==> src/rtl/bus_translation_arb_if.sv <==
// Request-side and internal-bus signal bundle for bus_translation_arb.
// slave: the arbiter's view; master: requesters plus the internal bus responder.
interface bus_translation_arb_if #(
  parameter int pAHB_ADDR_WIDTH    = 32,
  parameter int pPAYLOAD_SIZE_BITS = 32,
  parameter int pNUM_CH            = 2
);
  logic [pNUM_CH-1:0]                    req_go;
  logic [pNUM_CH-1:0]                    req_rw;
  logic [pNUM_CH*pAHB_ADDR_WIDTH-1:0]    req_addr;
  logic [pNUM_CH*pPAYLOAD_SIZE_BITS-1:0] req_wdata;
  logic [pNUM_CH-1:0]                    req_done;
  logic [pNUM_CH-1:0]                    req_err;
  logic [pPAYLOAD_SIZE_BITS-1:0]         req_rdata;

  logic                                  I_go;
  logic [pAHB_ADDR_WIDTH-1:0]            I_int_addr;
  logic [pPAYLOAD_SIZE_BITS-1:0]         I_int_wdata;
  logic                                  I_int_write;
  logic                                  O_done;
  logic [pPAYLOAD_SIZE_BITS-1:0]         O_int_rdata;
  logic                                  O_int_rdata_valid;

  modport slave (
    input  req_go, req_rw, req_addr, req_wdata,
    input  O_done, O_int_rdata, O_int_rdata_valid,
    output req_done, req_err, req_rdata,
    output I_go, I_int_addr, I_int_wdata, I_int_write
  );

  modport master (
    output req_go, req_rw, req_addr, req_wdata,
    output O_done, O_int_rdata, O_int_rdata_valid,
    input  req_done, req_err, req_rdata,
    input  I_go, I_int_addr, I_int_wdata, I_int_write
  );
endinterface

==> src/rtl/bus_translation_arb.sv <==
// Round-robin arbiter serialising pNUM_CH register requesters onto one I_go/O_done bus.
// Optional watchdog with error completion: define BUS_TRANS_TIMEOUT_EN.
module bus_translation_arb #(
  parameter int pAHB_ADDR_WIDTH    = 32,
  parameter int pPAYLOAD_SIZE_BITS = 32,
  parameter int pNUM_CH            = 2,
  parameter int pRD_DELAY          = 100,
  parameter int pTIMEOUT           = 1024,
  parameter int pCNT_WIDTH         = 16
) (
  input  logic                 clk,
  input  logic                 rst,
  bus_translation_arb_if.slave bus
);
  localparam int unsigned LP_N    = pNUM_CH;
  localparam int unsigned LP_CH_W = (pNUM_CH > 1) ? $clog2(pNUM_CH) : 1;
  localparam logic [pCNT_WIDTH-1:0] LP_RD_DELAY = pCNT_WIDTH'(pRD_DELAY);
`ifdef BUS_TRANS_TIMEOUT_EN
  localparam logic [pCNT_WIDTH-1:0] LP_TO_LAST = pCNT_WIDTH'(pTIMEOUT - 1);
`endif

  typedef enum logic [1:0] {
    ST_IDLE  = 2'd0,
    ST_WRITE = 2'd1,
    ST_READ  = 2'd2
  } state_t;

  state_t                        r_state;
  state_t                        w_state_nxt;
  logic [pNUM_CH-1:0]            r_pending;
  logic [pNUM_CH-1:0]            r_done;
  logic [pNUM_CH-1:0]            w_clr;
  logic [pNUM_CH-1:0]            w_rot;
  logic [LP_CH_W-1:0]            r_rr;
  logic [LP_CH_W-1:0]            r_gnt;
  logic [LP_CH_W-1:0]            w_sel;
  logic [LP_CH_W-1:0]            w_rr_nxt;
  logic [LP_CH_W:0]              w_sum;
  logic                          w_found;
  logic                          w_fire;
  logic                          w_complete;
  logic                          w_rd_done;
  logic                          w_timeout;
  logic [pCNT_WIDTH-1:0]         r_cnt;
  logic                          r_valid_seen;
  logic                          r_go;
  logic                          r_write;
  logic                          w_rw_sel;
  logic [pAHB_ADDR_WIDTH-1:0]    r_addr;
  logic [pAHB_ADDR_WIDTH-1:0]    w_addr_sel;
  logic [pPAYLOAD_SIZE_BITS-1:0] r_wdata;
  logic [pPAYLOAD_SIZE_BITS-1:0] w_wdata_sel;
  logic [pPAYLOAD_SIZE_BITS-1:0] r_rdata;
  logic [pPAYLOAD_SIZE_BITS-1:0] r_cap;
  logic [pPAYLOAD_SIZE_BITS-1:0] w_rd_data;
`ifdef BUS_TRANS_TIMEOUT_EN
  logic [pNUM_CH-1:0]            r_err;
`endif

  // Rotate pending so bit 0 is the rr pointer; first set bit k maps back to (rr+k) mod N.
  always_comb begin
    w_found = 1'b0;
    w_sel   = '0;
    w_sum   = '0;
    w_rot   = pNUM_CH'({r_pending, r_pending} >> r_rr);
    for (int unsigned i = 0; i < LP_N; i++) begin
      if (!w_found && w_rot[i]) begin
        w_found = 1'b1;
        w_sum   = {1'b0, r_rr} + (LP_CH_W+1)'(i);
        if (w_sum >= (LP_CH_W+1)'(LP_N)) w_sum = w_sum - (LP_CH_W+1)'(LP_N);
        w_sel   = w_sum[LP_CH_W-1:0];
      end
    end
  end

  always_comb begin
    w_addr_sel  = '0;
    w_wdata_sel = '0;
    w_rw_sel    = 1'b0;
    for (int unsigned i = 0; i < LP_N; i++) begin
      if (w_sel == LP_CH_W'(i)) begin
        w_addr_sel  = bus.req_addr[i*pAHB_ADDR_WIDTH +: pAHB_ADDR_WIDTH];
        w_wdata_sel = bus.req_wdata[i*pPAYLOAD_SIZE_BITS +: pPAYLOAD_SIZE_BITS];
        w_rw_sel    = bus.req_rw[i];
      end
    end
  end

  assign w_clr     = w_fire ? (pNUM_CH'(1) << w_sel) : '0;
  assign w_rr_nxt  = (w_sel == LP_CH_W'(LP_N - 1)) ? '0 : w_sel + 1'b1;
  assign w_rd_data = bus.O_int_rdata_valid ? bus.O_int_rdata : r_cap;

  always_comb begin
    w_state_nxt = r_state;
    w_fire      = 1'b0;
    w_complete  = 1'b0;
    w_rd_done   = 1'b0;
    w_timeout   = 1'b0;
    case (r_state)
      ST_IDLE: begin
        if (w_found) begin
          w_fire      = 1'b1;
          w_state_nxt = w_rw_sel ? ST_WRITE : ST_READ;
        end
      end
      ST_WRITE: begin
        if (bus.O_done) begin
          w_complete  = 1'b1;
          w_state_nxt = ST_IDLE;
        end
`ifdef BUS_TRANS_TIMEOUT_EN
        else if (r_cnt == LP_TO_LAST) begin
          w_timeout   = 1'b1;
          w_complete  = 1'b1;
          w_state_nxt = ST_IDLE;
        end
`endif
      end
      ST_READ: begin
        if ((r_cnt >= LP_RD_DELAY) && (bus.O_int_rdata_valid || r_valid_seen)) begin
          w_rd_done   = 1'b1;
          w_complete  = 1'b1;
          w_state_nxt = ST_IDLE;
        end
`ifdef BUS_TRANS_TIMEOUT_EN
        else if (r_cnt == LP_TO_LAST) begin
          w_timeout   = 1'b1;
          w_complete  = 1'b1;
          w_state_nxt = ST_IDLE;
        end
`endif
      end
      default: w_state_nxt = ST_IDLE;
    endcase
  end

  always_ff @(posedge clk) begin
    if (rst) r_state <= ST_IDLE;
    else     r_state <= w_state_nxt;
  end

  always_ff @(posedge clk) begin
    if (rst) begin
      r_pending    <= '0;
      r_rr         <= '0;
      r_gnt        <= '0;
      r_cnt        <= '0;
      r_valid_seen <= 1'b0;
      r_cap        <= '0;
      r_go         <= 1'b0;
      r_write      <= 1'b0;
      r_addr       <= '0;
      r_wdata      <= '0;
      r_rdata      <= '0;
      r_done       <= '0;
`ifdef BUS_TRANS_TIMEOUT_EN
      r_err        <= '0;
`endif
    end else begin
      // A channel's own req_go in its completion cycle re-arms it: pending[g] is already clear.
      r_pending <= (r_pending | bus.req_go) & ~w_clr;
      r_go      <= w_fire;
      r_done    <= '0;
`ifdef BUS_TRANS_TIMEOUT_EN
      r_err     <= '0;
`endif
      if (w_fire) begin
        r_rr         <= w_rr_nxt;
        r_gnt        <= w_sel;
        r_addr       <= w_addr_sel;
        r_wdata      <= w_wdata_sel;
        r_write      <= w_rw_sel;
        r_cnt        <= '0;
        r_valid_seen <= 1'b0;
      end else if (r_state != ST_IDLE) begin
        if (r_cnt != '1) r_cnt <= r_cnt + 1'b1;
        if ((r_state == ST_READ) && bus.O_int_rdata_valid && (r_cnt < LP_RD_DELAY)) begin
          r_valid_seen <= 1'b1;
          r_cap        <= bus.O_int_rdata;
        end
        if (w_complete) begin
          r_done[r_gnt] <= 1'b1;
`ifdef BUS_TRANS_TIMEOUT_EN
          r_err[r_gnt]  <= w_timeout;
`endif
          r_valid_seen  <= 1'b0;
          r_write       <= 1'b0;
          r_addr        <= '0;
          r_wdata       <= '0;
        end
        if (w_rd_done) r_rdata <= w_rd_data;
      end
    end
  end

  assign bus.I_go        = r_go;
  assign bus.I_int_addr  = r_addr;
  assign bus.I_int_wdata = r_wdata;
  assign bus.I_int_write = r_write;
  assign bus.req_done    = r_done;
  assign bus.req_rdata   = r_rdata;
`ifdef BUS_TRANS_TIMEOUT_EN
  assign bus.req_err     = r_err;
`else
  assign bus.req_err     = '0;
`endif

endmodule

==> src/flat_wrapper.sv <==
// flat-port wrapper written by rule: the top's interface ports become plain ports
module bus_translation_arb_flat 
#(
  parameter int pAHB_ADDR_WIDTH    = 32,
  parameter int pPAYLOAD_SIZE_BITS = 32,
  parameter int pNUM_CH            = 2,
  parameter int pRD_DELAY          = 100,
  parameter int pTIMEOUT           = 1024,
  parameter int pCNT_WIDTH         = 16
)
  (clk, rst, bus_req_go, bus_req_rw, bus_req_addr, bus_req_wdata, bus_O_done, bus_O_int_rdata, bus_O_int_rdata_valid, bus_req_done, bus_req_err, bus_req_rdata, bus_I_go, bus_I_int_addr, bus_I_int_wdata, bus_I_int_write);
  bus_translation_arb_if #(.pAHB_ADDR_WIDTH(pAHB_ADDR_WIDTH), .pPAYLOAD_SIZE_BITS(pPAYLOAD_SIZE_BITS), .pNUM_CH(pNUM_CH)) bus_i ();
  input  logic clk;
  input  logic rst;
  input wire logic [$bits(bus_i.req_go)-1:0] bus_req_go;
  input wire logic [$bits(bus_i.req_rw)-1:0] bus_req_rw;
  input wire logic [$bits(bus_i.req_addr)-1:0] bus_req_addr;
  input wire logic [$bits(bus_i.req_wdata)-1:0] bus_req_wdata;
  input wire logic [$bits(bus_i.O_done)-1:0] bus_O_done;
  input wire logic [$bits(bus_i.O_int_rdata)-1:0] bus_O_int_rdata;
  input wire logic [$bits(bus_i.O_int_rdata_valid)-1:0] bus_O_int_rdata_valid;
  output wire logic [$bits(bus_i.req_done)-1:0] bus_req_done;
  output wire logic [$bits(bus_i.req_err)-1:0] bus_req_err;
  output wire logic [$bits(bus_i.req_rdata)-1:0] bus_req_rdata;
  output wire logic [$bits(bus_i.I_go)-1:0] bus_I_go;
  output wire logic [$bits(bus_i.I_int_addr)-1:0] bus_I_int_addr;
  output wire logic [$bits(bus_i.I_int_wdata)-1:0] bus_I_int_wdata;
  output wire logic [$bits(bus_i.I_int_write)-1:0] bus_I_int_write;
  assign bus_i.req_go = bus_req_go;
  assign bus_i.req_rw = bus_req_rw;
  assign bus_i.req_addr = bus_req_addr;
  assign bus_i.req_wdata = bus_req_wdata;
  assign bus_i.O_done = bus_O_done;
  assign bus_i.O_int_rdata = bus_O_int_rdata;
  assign bus_i.O_int_rdata_valid = bus_O_int_rdata_valid;
  assign bus_req_done = bus_i.req_done;
  assign bus_req_err = bus_i.req_err;
  assign bus_req_rdata = bus_i.req_rdata;
  assign bus_I_go = bus_i.I_go;
  assign bus_I_int_addr = bus_i.I_int_addr;
  assign bus_I_int_wdata = bus_i.I_int_wdata;
  assign bus_I_int_write = bus_i.I_int_write;
  bus_translation_arb #(.pAHB_ADDR_WIDTH(pAHB_ADDR_WIDTH), .pPAYLOAD_SIZE_BITS(pPAYLOAD_SIZE_BITS), .pNUM_CH(pNUM_CH), .pRD_DELAY(pRD_DELAY), .pTIMEOUT(pTIMEOUT), .pCNT_WIDTH(pCNT_WIDTH)) u_core (.clk(clk), .rst(rst), .bus(bus_i));
endmodule
==> config.mk <==
export PLATFORM = sky130hd
export DESIGN_NAME = bus_translation_arb_flat
export DESIGN_NICKNAME = d
export VERILOG_FILES = /design/src/rtl/bus_translation_arb_if.sv /design/src/rtl/bus_translation_arb.sv /design/src/flat_wrapper.sv
export SDC_FILE = /design/constraint.sdc
export NUM_CORES = 1
export LEC_CHECK = 0
export CAP_MARGIN = 0
export CORE_MARGIN = 2
export CORE_UTILIZATION = 30
export DETAILED_ROUTE_END_ITERATION = 16
export GPL_TIMING_DRIVEN = 0
export HOLD_SLACK_MARGIN = 0.15
export PLACE_DENSITY_LB_ADDON = 0.25
export REMOVE_ABC_BUFFERS = 1
export SYNTH_ARGS = -nofsm -noshare
export SYNTH_HDL_FRONTEND = slang
export SYNTH_SLANG_ARGS = --single-unit
==> constraint.sdc <==
create_clock -name clk -period 3.1 [get_ports clk]
set_clock_uncertainty 0.05 [all_clocks]
set_input_delay 0.465 -clock clk [delete_from_list [all_inputs] [get_ports clk]]
set_output_delay 0.465 -clock clk [all_outputs]
set_load 0.1 [all_outputs]
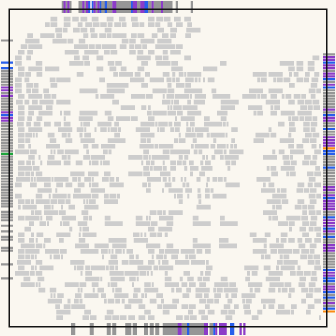
Run 1: pin placement
Pins as bars across the die edge, other pins in grey.
colour	port	pins	direction	edge
purple	`bus_req_addr`	64	input	33 right, 14 top, 11 bottom, 6 left
green	`bus_I_int_write`	1	output	left
blue	`bus_I_int_addr`	32	output	18 right, 7 top, 4 bottom, 3 left
orange	`bus_req_err`	2	output	right

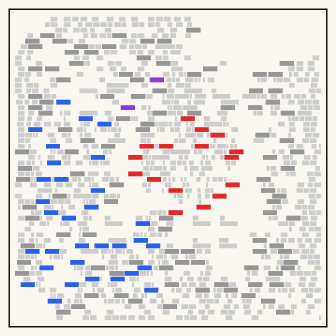
Run 1: sequential cells grouped by signal name
colour	netlist name	flops
red	`u_core.r_cnt`	16
purple	`u_core.bus.req_done`	2
blue	`u_core.r_cap`	32
not coloured	105

==> flow_summary.toml, run 1 <==
# physical design summary
[status]
outcome = "finished clean"

[drt]
dr.pass1.iters = 5
wirelength_mm = 21.8
drt_iter0_drc = 291
vias_per_cell = 5.23
drc_errors = 0
ant_nets = 0
vias = 6545

[die]
fp-row-count = 55
core_sq_um = 22600
dieWidth_um = 155
die_y_um = 155
chip_area_sq_um = 24200
fp_util_pct = 30.5
tap_cells = 285
ioPinCount = 270

[power_and_ir_drop]
intPower_mw = 4.79
clockPowerShare_pct = 22.7
p_leak_nw = 3.61
p_comb_mw = 4.41
pwr-share-seq_pct = 28.3
p_sw_mw = 4.22
powerDensity_nw_per_um2 = 859
switching_share_pct = 46.8
top_power_group = "combinational cells"
power_frac_comb_pct = 48.9
seq_power_mw = 2.55
peakVddDrop_uv = 699
p_clk_mw = 2.05

[worst_setup_path]
reg2reg_from = "u_core.r_state[0]"
path_depth = 6
max_stage_delay_ps = 770
cp-end-kind = "flip-flop"
cp.arrival_ps = 3010
crit_family = "simple AND/OR/NAND/NOR gates"
crit_path_end = "u_core.bus.req_rdata[8]"
critPathMaxFanout = 33
rrSetupSlack_ps = 320
critPathBufInv = 1
crit_chain = "inv_1 > ha_1 > nor2b_1 > nor2b_4 > and2_4 > a211oi_1"
cp-startpoint = "u_core.r_state[0]"
reg2reg_depth = 6
path_class = "reg2reg"
reg2reg_to = "u_core.bus.req_rdata[8]"
crit_required_ps = 3330
slowest_stage = "nor2b_4"
cp-start-kind = "flip-flop"

[synth]
synth_flops = 155
top_cells_by_area = "dfxtp_1 45%, mux2i_1 9.9%, a22oi_1 7.0%"
async_flop_share_pct = 0
top_area_cell = "dfxtp_1"
common_cells = "155 x dfxtp_1, 80 x a21oi_1, 72 x nand2_1"
synthMuxAreaShare_pct = 10.1
top_cell = "dfxtp_1"
top_cell_area_share_pct = 45.1
yosysWarnings = 0
yosys.area_share.adder_pct = 0.910
flop_cell = "dfxtp_1"
yosysCellCount = 727
ys_sh_aoi_pct = 28.4
logic_family = "AND-OR/OR-AND gates"
synthCells = 727
edf_count = 0
ys_area_sq_um = 6880
synth_area_sq_um = 6880
synth-simple-area-share_pct = 10.1
ys_seq_share_pct = 45.1
avgSynthCellArea_sq_um = 9.46
yosys.cell_types.count = 53
xor_area_share_pct = 0

[hold_path]
whs_path_depth = 1
hold_start = "u_core.r_gnt"
hold_path.class = "reg2reg"
holdPathEnd = "u_core.bus.req_done[0]"

[placed_design]
place_worst_setup_slack_ps = -400
dp_hpwl_mm = 15.1
gp_congestion = 0.776
dpl_cell_area_sq_um = 9900
port_buffers = 267
dpl.cell_count = 1221

[final_timing]
fin_ws_ps = 321
rsz0062_at_grt = "no"
finalHoldViolCount = 0
max_freq_mhz = 360
fin_crit_sh_pct = 89.6
holdWs_ps = 404
max_slew_margin_pct = 22.1
setup_viol = 0
tightest_slew_ps = 1170
final_max_slew_viol_count = 0
tns_ps = 0
period_minus_slack_ps = 2780

[finish]
final_nets = 1128
finalInstanceArea_sq_um = 10500
buffer_area_share_pct = 28.1
area_growth_pct = 52.4
comb_area_share_pct = 33.1
flop_area_sq_um = 3100
clk_share_pct = 5.50
mostFrequentLayoutCell = "clkdlybuf4s50_1"
fill_cells = 2162
drive_above_1_share_pct = 6.93
design.seq.count = 155
layoutNonFillerInstCount = 1252
buffers = 283
num_antenna_cells = 0
logic_gates = 489
clockBufferCount = 20
seq_share_pct = 29.6
largest_class = "logic gates"
final-comb-area_sq_um = 3470
inverters = 9
layout_top_cells = "265 x clkdlybuf4s50_1, 155 x dfxtp_1, 79 x a21oi_1"

[global_route]
grt_pass1_vias = 6421
grt_first_pass_wirelength_mm = 34.2
antenna_found_initial = 0
overflow = 0
grt_max_degree = 69

[cts]
cts.hold.buffers_added = 0
cts_buffers = 17
clkTransAtPathRegs_ps = 60
clock_latency_ps = 420
clock_sinks = 155
cts_tree = "yes"
cts.htree.levels = 4
cts_root_buffer = "clkbuf_16"
clockBufferDepth = 2

[flow_run]
maxCapViolations = 0
warning_count = 29
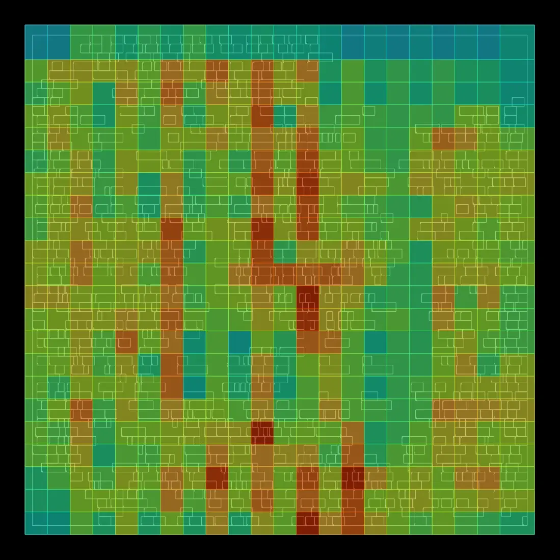
Run 1: congestion heat map
met2 Usage GRT: 29.2%
Finished Core Util: 46.5%
post-DR wirelength/cell: 17.4 um
Total GRT Usage: 17.5%

-- run 1: timing repair --
item / in CTS / in global routing
setup buffers: 0 / 0
resized: 1 / 2
gates cloned: 0 / 0
endpoints found under the setup margin: 32 / 53
-- run 1: stage by stage --
step | utilization, % | total power, mW
after floorplan | - | 5.72
final | 46.5 | 9.01
after global routing | 46.5 | 9.39
after CTS | 46.4 | 9.11
after detailed placement | 43.8 | 7.03
after global placement | 42.4 | 6.91
-- run 1: metal layers --
layer	GRT usage, %	part of all wire [%]	vias to the layer above
met5	0	0	-
met4	5.11	1.1	0
met3	5.68	8.0	19
met2	29.2	46	207
met1	21.7	45	3086
li1	-	-	3233
Run 1, metal layers overlaid:
Two of the layers only.
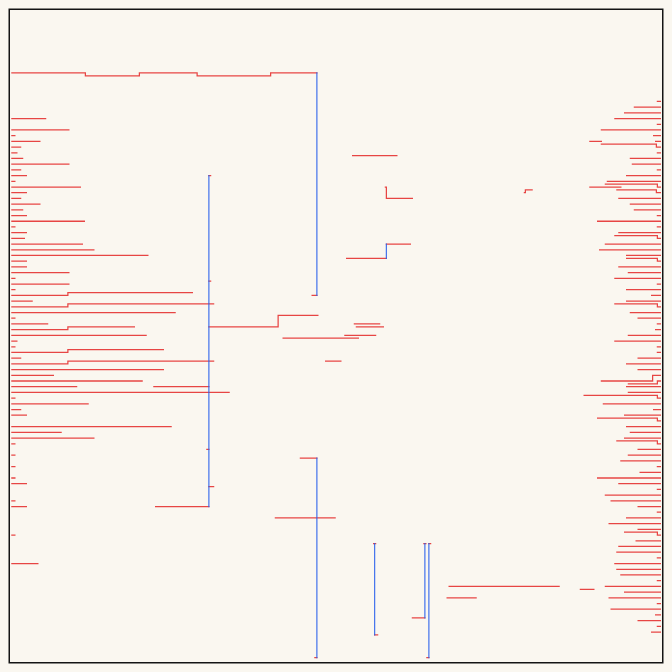

==> inputs of run 2 (changes only) <==
Settings changed: RECOVER_POWER set to 50.
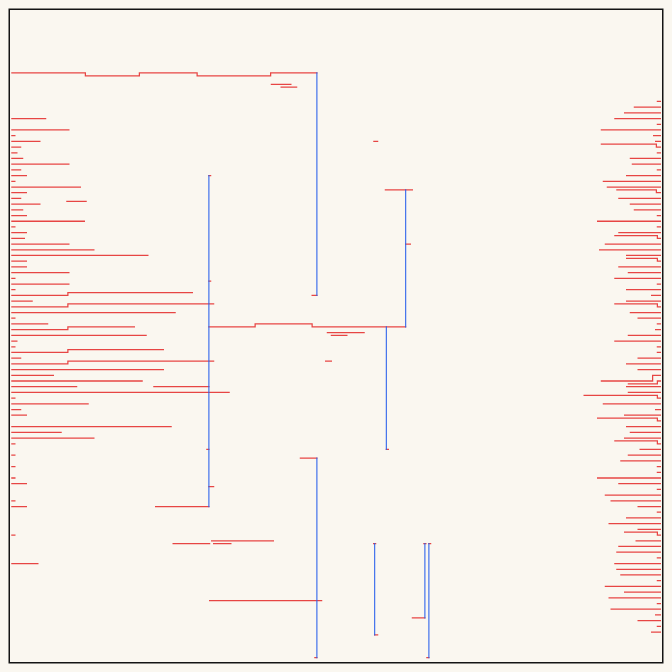
Run 2: metal layers overlaid
Two of the layers only.
colour	layer	wire length
red	met3	1710 um
blue	met4	308 um

==> run 2 against run 1 <==
Net effect:
- synthesized area unchanged
- utilization is 0.055 points lower
- count of clock-buffer cells in the layout is the same
- routed wire length decreased by 0.27%
- critical path type unchanged
- critical path depth unchanged
- cell area down 0.12%
- global-route usage unchanged
- sequential power is essentially flat
- die size stayed put
- clock power about the same
- critical endpoint unchanged
- sequential share of layout area about the same
- final cell count unchanged
==> flow_summary.toml, run 2 <==
# physical design summary
[cts]
cts_buffers = 17
cts_tree = "yes"
clock_latency_ps = 420
clkTransAtPathRegs_ps = 60
clockBufferDepth = 2
cts.htree.levels = 4
cts_root_buffer = "clkbuf_16"
clock_sinks = 155
cts.hold.buffers_added = 0
post_cts_resized = 1
post-cts-setup-buffers = 0

[synth]
top_area_cell = "dfxtp_1"
ys_seq_share_pct = 45.1
top_cell_area_share_pct = 45.1
logic_family = "AND-OR/OR-AND gates"
yosysWarnings = 0
avgSynthCellArea_sq_um = 9.46
common_cells = "155 x dfxtp_1, 80 x a21oi_1, 72 x nand2_1"
yosysCellCount = 727
flop_cell = "dfxtp_1"
yosys.cell_types.count = 53
yosys.area_share.adder_pct = 0.910
edf_count = 0
top_cells_by_area = "dfxtp_1 45%, mux2i_1 9.9%, a22oi_1 7.0%"
synth_flops = 155
synthMuxAreaShare_pct = 10.1
ys_sh_aoi_pct = 28.4
xor_area_share_pct = 0
top_cell = "dfxtp_1"
synth-simple-area-share_pct = 10.1
ys_area_sq_um = 6880
async_flop_share_pct = 0
synthCells = 727
synth_area_sq_um = 6880

[worst_setup_path]
path_depth = 6
reg2reg_from = "u_core.r_state[0]"
path_class = "reg2reg"
crit_chain = "inv_1 > ha_1 > nor2b_1 > nor2b_4 > and2_4 > a211oi_1"
crit_family = "simple AND/OR/NAND/NOR gates"
rrSetupSlack_ps = 320
critPathMaxFanout = 33
crit_path_end = "u_core.bus.req_rdata[8]"
cp-start-kind = "flip-flop"
cp.arrival_ps = 3010
max_stage_delay_ps = 760
cp-startpoint = "u_core.r_state[0]"
reg2reg_to = "u_core.bus.req_rdata[8]"
slowest_stage = "nor2b_4"
crit_required_ps = 3330
critPathBufInv = 1
reg2reg_depth = 6
cp-end-kind = "flip-flop"

[final_timing]
final_max_slew_viol_count = 0
tns_ps = 0
fin_crit_sh_pct = 89.6
period_minus_slack_ps = 2780
fin_ws_ps = 322
max_freq_mhz = 360
rsz0062_at_grt = "no"
holdWs_ps = 405
finalHoldViolCount = 0
setup_viol = 0
max_slew_margin_pct = 20.4
tightest_slew_ps = 1190

[power_and_ir_drop]
p_total_mw = 8.88
seq_power_mw = 2.54
p_sw_mw = 4.20
power_frac_comb_pct = 48.3
p_leak_nw = 3.91
pwr-share-seq_pct = 28.6
top_power_group = "combinational cells"
p_clk_mw = 2.05
p_comb_mw = 4.29
intPower_mw = 4.68
powerDensity_nw_per_um2 = 848
clockPowerShare_pct = 23.1
peakVddDrop_uv = 677
switching_share_pct = 47.3

[die]
fp_util_pct = 30.5
core_sq_um = 22600
chip_area_sq_um = 24200
die_y_um = 155
dieWidth_um = 155
ioPinCount = 270
fp-row-count = 55

[finish]
layout_top_cells = "165 x clkdlybuf4s50_1, 155 x dfxtp_1, 100 x dlygate4sd3_1"
final_util_pct = 46.4
final-comb-area_sq_um = 3460
drive_above_1_share_pct = 6.83
finalInstanceArea_sq_um = 10500
layoutNonFillerInstCount = 1252
num_antenna_cells = 0
flop_area_sq_um = 3100
final_nets = 1128
area_growth_pct = 52.3
mostFrequentLayoutCell = "clkdlybuf4s50_1"
fill_cells = 2164

[drt]
dr.pass1.iters = 4
drt_iter0_drc = 302
vias_per_cell = 5.23
vias = 6549
ant_nets = 0
wirelength_mm = 21.8
wl_per_cell_um = 17.4
drc_errors = 0

[global_route]
grt_first_pass_wirelength_mm = 34.2
antenna_found_initial = 0
grtUsageMet1_pct = 21.7
overflow = 0
busiest_layer = "met2"
use_met3_pct = 5.68
grt_usage_pct = 17.5
grt_pass1_vias = 6421
grt_max_degree = 69
grt_use_met2_pct = 29.2

[hold_path]
hold_path.class = "reg2reg"
whs_path_depth = 1
holdPathEnd = "u_core.bus.req_done[0]"
hold_start = "u_core.r_gnt"

[flow_run]
warning_count = 29
maxCapViolations = 0

[placed_design]
port_buffers = 267
dpl_cell_area_sq_um = 9900
place_worst_setup_slack_ps = -400
dp_hpwl_mm = 15.1
dpl.cell_count = 1221
gp_congestion = 0.776

[status]
outcome = "finished clean"
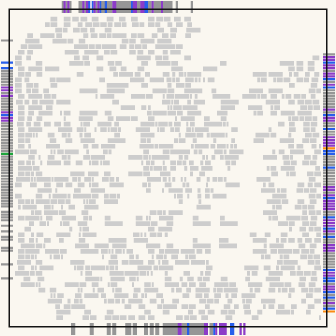
Run 2: pin placement
Pins as bars across the die edge, other pins in grey.
colour	port	pins	direction	edge
purple	`bus_req_addr`	64	input	33 right, 14 top, 11 bottom, 6 left
orange	`bus_req_err`	2	output	right
blue	`bus_I_int_addr`	32	output	18 right, 7 top, 4 bottom, 3 left
green	`bus_I_int_write`	1	output	left

run 2: cell types whose count changed in the layout (fill, tap and decap cells not counted), sizes merged:
cell | previous run | this run
inv | 11 | 12
clkinv | 5 | 4
clkdlybuf4s50 | 265 | 165
dlygate4sd3 | 0 | 100
run 2: area by class of cell:
class / instances / area share, %
Clock buffer: 20 / 4.46
Clock inverter: 11 / 1.05
Inverter: 9 / 0.323
Multi-Input combinational cell: 489 / 33.0
Sequential cell: 155 / 29.6
Tap cell: 285 / 3.41
Timing Repair Buffer: 283 / 28.1
run 2: metal layers:
metal / wire length [um] / vias to the layer above / part of all wire [%]
li1: - / 3233 / -
met1: 9770 / 3091 / 45
met2: 9970 / 203 / 46
met3: 1710 / 22 / 7.9
met4: 308 / 0 / 1.4
met5: 0 / - / 0
No activity file was given, so power comes from the tool's default toggle rates.
